<file path="src/rtl/fetch_pkg.sv">
// Shared definitions for the instruction fetch unit.
//   fetch_state_t    : fetch FSM states (REQ may issue, WAIT one request
//                      outstanding, DROP outstanding response is discarded)
//   NOP_INSTR        : instruction shown on instr_o when the buffer is empty
//   DEFAULT_RESET_PC : default first fetch address after reset
package fetch_pkg;

    typedef enum logic [1:0] {
        REQ  = 2'd0,
        WAIT = 2'd1,
        DROP = 2'd2
    } fetch_state_t;

    localparam logic [31:0] NOP_INSTR        = 32'h0000_0013;
    localparam logic [31:0] DEFAULT_RESET_PC = 32'h0000_0000;

endpackage

</file>
<file path="src/rtl/fetch_buffer.sv">
// Two-entry FIFO of {pc, instr} pairs between the memory response path and
// the decode stage. Entry 0 is always the head; a pop shifts entry 1 down.
// Ports:
//   clk_i, rst_ni          : clock, synchronous active-low reset
//   push_i, push_pc_i,
//   push_instr_i           : write a new entry at the tail
//   pop_i                  : drop the head entry
//   flush_i                : empty the buffer (wins over push/pop)
//   count_o                : number of valid entries (0..2)
//   head_pc_o, head_instr_o: head entry contents (meaningful when count_o!=0)
module fetch_buffer
    import fetch_pkg::*;
#(
    parameter int DATA_W = 32
) (
    input  logic              clk_i,
    input  logic              rst_ni,
    input  logic              push_i,
    input  logic [DATA_W-1:0] push_pc_i,
    input  logic [DATA_W-1:0] push_instr_i,
    input  logic              pop_i,
    input  logic              flush_i,
    output logic [1:0]        count_o,
    output logic [DATA_W-1:0] head_pc_o,
    output logic [DATA_W-1:0] head_instr_o
);

    logic [DATA_W-1:0] pc_q    [2];
    logic [DATA_W-1:0] instr_q [2];
    logic [1:0]        count_q;
    logic              do_push;
    logic              do_pop;

    // Guard against pushing into a full buffer or popping an empty one.
    assign do_pop  = pop_i && (count_q != 2'd0);
    assign do_push = push_i && ((count_q != 2'd2) || do_pop);

    always_ff @(posedge clk_i) begin
        if (!rst_ni) begin
            count_q <= 2'd0;
        end else if (flush_i) begin
            count_q <= 2'd0;
        end else begin
            case ({do_push, do_pop})
                2'b10: begin
                    pc_q[count_q[0]]    <= push_pc_i;
                    instr_q[count_q[0]] <= push_instr_i;
                    count_q             <= count_q + 2'd1;
                end
                2'b01: begin
                    pc_q[0]    <= pc_q[1];
                    instr_q[0] <= instr_q[1];
                    count_q    <= count_q - 2'd1;
                end
                2'b11: begin
                    // Count is unchanged; new entry lands behind the survivor.
                    if (count_q == 2'd1) begin
                        pc_q[0]    <= push_pc_i;
                        instr_q[0] <= push_instr_i;
                    end else begin
                        pc_q[0]    <= pc_q[1];
                        instr_q[0] <= instr_q[1];
                        pc_q[1]    <= push_pc_i;
                        instr_q[1] <= push_instr_i;
                    end
                end
                default: ;
            endcase
        end
    end

    assign count_o      = count_q;
    assign head_pc_o    = pc_q[0];
    assign head_instr_o = instr_q[0];

endmodule

</file>
<file path="src/rtl/fetch_unit.sv">
// Instruction fetch unit: issues one word-aligned request at a time to the
// instruction memory, buffers up to two responses with their addresses, and
// handles redirects from control by flushing and discarding in-flight data.
// Ports:
//   clk_i, rst_ni        : clock, synchronous active-low reset
//   PCsrc_i              : redirect pulse, branch_target_i is the new PC
//   imem_req_o/addr_o    : request to instruction memory
//   imem_gnt_i           : request accepted this cycle
//   imem_rvalid_i/rdata_i: response for the outstanding request
//   instr_o, pc_o        : buffer head (NOP and fetch_pc when empty)
//   instr_valid_o        : buffer non-empty
//   instr_ready_i        : downstream consumes the head
module fetch_unit
    import fetch_pkg::*;
#(
    parameter int                     ADDRESS_WIDTH = 32,
    parameter logic [ADDRESS_WIDTH-1:0] RESET_PC    = ADDRESS_WIDTH'(DEFAULT_RESET_PC),
    // Buffer is a fixed 2-entry FIFO; only 2 is supported.
    parameter int                     BUF_DEPTH     = 2
) (
    input  logic                     clk_i,
    input  logic                     rst_ni,
    input  logic                     PCsrc_i,
    input  logic [ADDRESS_WIDTH-1:0] branch_target_i,
    output logic                     imem_req_o,
    output logic [ADDRESS_WIDTH-1:0] imem_addr_o,
    input  logic                     imem_gnt_i,
    input  logic                     imem_rvalid_i,
    input  logic [ADDRESS_WIDTH-1:0] imem_rdata_i,
    output logic [ADDRESS_WIDTH-1:0] instr_o,
    output logic [ADDRESS_WIDTH-1:0] pc_o,
    output logic                     instr_valid_o,
    input  logic                     instr_ready_i
);

    fetch_state_t             state_q, state_d;
    logic [ADDRESS_WIDTH-1:0] fetch_pc_q;
    logic [ADDRESS_WIDTH-1:0] tag_q;
    logic [1:0]               buf_count;
    logic [ADDRESS_WIDTH-1:0] head_pc;
    logic [ADDRESS_WIDTH-1:0] head_instr;
    logic                     granted;
    logic                     push;
    logic                     pop;
    logic                     unused_target_lo;

    // Redirect targets are forced word aligned, so the low bits never matter.
    assign unused_target_lo = ^branch_target_i[1:0];

    // Request gating: rst_ni keeps the bus quiet during reset cycles, and a
    // redirect suppresses the request so no fetch to the old path is issued.
    assign imem_req_o  = rst_ni && (state_q == REQ) &&
                         (buf_count < 2'(BUF_DEPTH)) && !PCsrc_i;
    assign imem_addr_o = {fetch_pc_q[ADDRESS_WIDTH-1:2], 2'b00};
    assign granted     = imem_req_o && imem_gnt_i;

    // Redirect overrides push and pop; the buffer is flushed instead.
    assign push = (state_q == WAIT) && imem_rvalid_i && !PCsrc_i;
    assign pop  = instr_valid_o && instr_ready_i && !PCsrc_i;

    always_comb begin
        state_d = state_q;
        case (state_q)
            REQ:     if (granted) state_d = WAIT;
            WAIT:    if (imem_rvalid_i) state_d = REQ;
                     else if (PCsrc_i)  state_d = DROP;
            DROP:    if (imem_rvalid_i) state_d = REQ;
            default: state_d = REQ;
        endcase
    end

    always_ff @(posedge clk_i) begin
        if (!rst_ni) begin
            state_q    <= REQ;
            fetch_pc_q <= {RESET_PC[ADDRESS_WIDTH-1:2], 2'b00};
            tag_q      <= '0;
        end else begin
            state_q <= state_d;
            if (PCsrc_i) begin
                fetch_pc_q <= {branch_target_i[ADDRESS_WIDTH-1:2], 2'b00};
            end else if (granted) begin
                fetch_pc_q <= fetch_pc_q + ADDRESS_WIDTH'(4);
                tag_q      <= imem_addr_o;
            end
        end
    end

    fetch_buffer #(
        .DATA_W (ADDRESS_WIDTH)
    ) u_buf (
        .clk_i        (clk_i),
        .rst_ni       (rst_ni),
        .push_i       (push),
        .push_pc_i    (tag_q),
        .push_instr_i (imem_rdata_i),
        .pop_i        (pop),
        .flush_i      (PCsrc_i),
        .count_o      (buf_count),
        .head_pc_o    (head_pc),
        .head_instr_o (head_instr)
    );

    assign instr_valid_o = (buf_count != 2'd0);
    assign instr_o       = instr_valid_o ? head_instr : ADDRESS_WIDTH'(NOP_INSTR);
    assign pc_o          = instr_valid_o ? head_pc    : fetch_pc_q;

endmodule

</file>
<file path="config.mk">
export PLATFORM = sky130hd
export DESIGN_NAME = fetch_unit
export DESIGN_NICKNAME = d
export VERILOG_FILES = /design/src/rtl/fetch_pkg.sv /design/src/rtl/fetch_buffer.sv /design/src/rtl/fetch_unit.sv
export SDC_FILE = /design/constraint.sdc
export NUM_CORES = 1
export LEC_CHECK = 0
export CELL_PAD_IN_SITES_DETAIL_PLACEMENT = 2
export CELL_PAD_IN_SITES_GLOBAL_PLACEMENT = 2
export CORE_UTILIZATION = 37
export DETAILED_ROUTE_END_ITERATION = 10
export PLACE_DENSITY = 0.85
export SLEW_MARGIN = 25
export SYNTH_ARGS = -nofsm -noshare
export SYNTH_HDL_FRONTEND = slang
export SYNTH_SLANG_ARGS = --single-unit
</file>
<file path="constraint.sdc">
create_clock -name clk_i -period 15.6 [get_ports clk_i]
set_input_delay 3.12 -clock clk_i [delete_from_list [all_inputs] [get_ports clk_i]]
set_output_delay 3.12 -clock clk_i [all_outputs]
set_load 0.01 [all_outputs]
</file>
### Clock distribution

Bar = 50 µm.
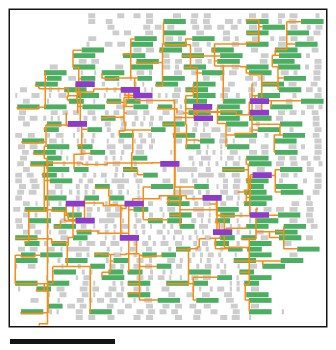
[orange] clock wires | length: 2,390 µm
[green] flip-flops | count: 188
[purple] clock-net drivers | count: 17
routed clock nets	18

==> out/metrics.cfg <==
[outcome]
status = finished, final reports clean

[worst_hold_path]
hp-start = tag_q[31]
hold_end = u_buf.pc_q[1][31]
min_path_cells = 0

[critical_path]
rr_startpoint = u_buf.count_o[1]
cp-start-kind = primary input
worstPathArrival_ns = 5.48
cp-end-kind = output port
reg2reg_slack_ns = 12.50
crit_path_top_delay_cell = clkdlybuf4s50_1
cpMostUsedCell = clkdlybuf4s50_1
reg2reg_depth = 7
critical_path.max_fanout = 14
cpPeakStageDelay_ns = 0.84
path_cells = clkdlybuf4s50_1 -> nand2b_1 -> nor4_1 -> clkdlybuf4s50_1
worstSetupPathType = in -> out

[final_layout]
final_util_pct = 49.1
antennaDiodeCount = 0
reg_top3 = u_buf.instr_q x64, u_buf.pc_q x60
filler_cell_count = 2134
drive_gt1_share_pct = 18.7
nets = 886
regArea_mm2 = 0.00500
comb_area_mm2 = 0.00301
largest_reg_flops = 64
top_register = u_buf.instr_q

[power_and_ir_drop]
ir_drop_mv = 0.0659
switching_share_pct = 24.7
pg_clk_mw = 0.442
pwr-share-comb_pct = 8.9
clockPowerShare_pct = 40.6
power-top-group = registers
power.leakage_nw = 3.59
powerSeq_mw = 0.549
seqPwrFrac_pct = 50.5
switchingPower_mw = 0.269
power-per-cell-area_mw_per_mm2 = 101
p_comb_mw = 0.0970

[die]
core_area_mm2 = 0.0218
floorplan.core_util_pct = 37.7
num_io_pins = 168
rows = 54
die_w_um = 151

[synth]
postSynthCellCount = 661
flop_cell = edfxtp_1
async_reset_ff_share_pct = 0
compound_area_share_pct = 7.86
yosysChipArea_mm2 = 0.00822
top_area_cell = edfxtp_1
common_cells = edfxtp_1 (124), mux2_2 (86), nand2_1 (77)
ys.flops = 188
xor_area_share_pct = 1.81
fa_ha_area_share_pct = 0.609
ys_sh_mux_pct = 12.7
edf_count = 124
synth-simple-area-share_pct = 13.1
ys_top_logic_family = simple AND/OR/NAND/NOR gates
ys_seq_share_pct = 60.9
area_leaders = edfxtp_1 (45%), dfxtp_1 (16%), mux2_2 (12%)
yosysWarnings = 0
synth_cell_type_count = 56
avgSynthCellArea_um2 = 12.4
synth.most_common_cell = edfxtp_1
netlist.area_leader.share_pct = 45.3

[sta]
tightest_slew_ns = 0.764
min_period_ns = 8.60
fin_worst_skew_ns = 0.0149
drv_slew = 0
final.setup.worst_slack_ns = 7.00
fin_crit_sh_pct = 55.1
hold_violations = 0
fmax_mhz = 116
setup_viol = 0
tns_ns = 0
rsz0062_at_grt = false
maxSlewHeadroom_pct = 48.9
fin_hold_ws_ns = 0.453

[global_routing]
grt_max_degree = 55
gr-usage-all-layers_pct = 22.1
grt_antenna_before_repair = 0
grt_pass1_vias = 6481

[clock_network]
cts_setup_buffers = 0
root_buffer = clkbuf_16
ctsHoldBuffers = 0
cts_tree = done
cts_made_buffers = 17
insertion_delay_ns = 0.44
clk_pin_slew_ns = 0.08
clock_sinks = 188
htree_levels = 4
cts.path.max_buffers = 2
ctsResizeCount = 0

[job]
tool_warnings = 30

[routing]
wl_mm = 24.8
wl_per_cell_um = 22.4
drt.antenna.violating_nets = 0
routed-via-count = 5942
drc = 0
viasPerCell = 5.38
drt_iter0_drc = 234

[placed_design]
dpl_worst_slack_ns = 6.92
post-dp-hpwl_mm = 16.3
gp_congestion = 0.772
port_buffers = 161

### Gate-type map

Bar = 50 µm.
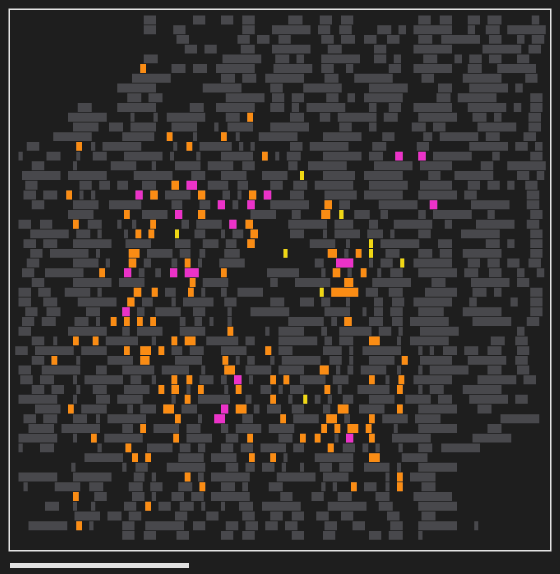
color	family	cells	most used
magenta	and/or cells	19	and2_1
orange	aoi and oai cells	109	a21oi_1
yellow	inv cells	9	inv_1

## worst max-delay path by stage
stage,end,cells after the start,from
global route,imem_req_o,4,rst_ni
global placement,imem_req_o,4,rst_ni
detailed placement,imem_req_o,4,rst_ni
finish,imem_req_o,4,rst_ni
CTS,imem_req_o,4,rst_ni
floorplan,u_buf.instr_q[1][0],4,instr_ready_i
## metrics by stage
step                      instances  cell area (µm²)
after global routing           1105            10700
after floorplan                 664             8230
after detailed placement       1071            10100
after CTS                      1103            10700
final                          1105            10700
after global placement         1071            10100
## routing by layer
metal  up-vias  global-route usage (%)  wire length (µm)
met1      3059                    27.1             10300
met5         -                       0                 0
li1       2718                       -                 -
met2       136                    39.5             13200
met3        29                    4.01               886
met4         0                    6.35               387
## layout by cell type, fill, tap and decap left out, types with 3 or more instances in the layout
master             n
ha_1               3
nor3_1             7
conb_1             4
dfxtp_1           64
xnor2_1           11
inv_6              4
o21ai_0           19
a32oi_1            3
nor3_2             4
or2_2              4
o311ai_0           3
clkbuf_16         17
buf_4              9
edfxtp_1         124
inv_1              7
a221oi_1           3
xor2_1             6
a31oi_1           10
nand3_1           12
mux2_1             6
clkdlybuf4s50_1  161
o22ai_1            5
nor2b_1           30
inv_8              5
mux2_2            86
nand2_1           77
nor4_2             5
nor4_1             5
and2_1             7
nor2_1            21
a22oi_1            3
a21oi_1           57
nand4_1            6
## critical path, delay by kind of cell
kind | cells | cell delay, ns
buf+inv | 2 | 1.50
simple gates | 2 | 0.86
## area by class of cell
cell class	count	area share [%]
Inverter	9	0.315
Sequential cell	188	46.7
Clock buffer	18	4.00
Timing Repair Buffer	172	16.2
Multi-Input combinational cell	424	28.0
Tap cell	280	3.27
Clock inverter	14	1.52
No activity file was given, so power comes from the tool's default toggle rates.
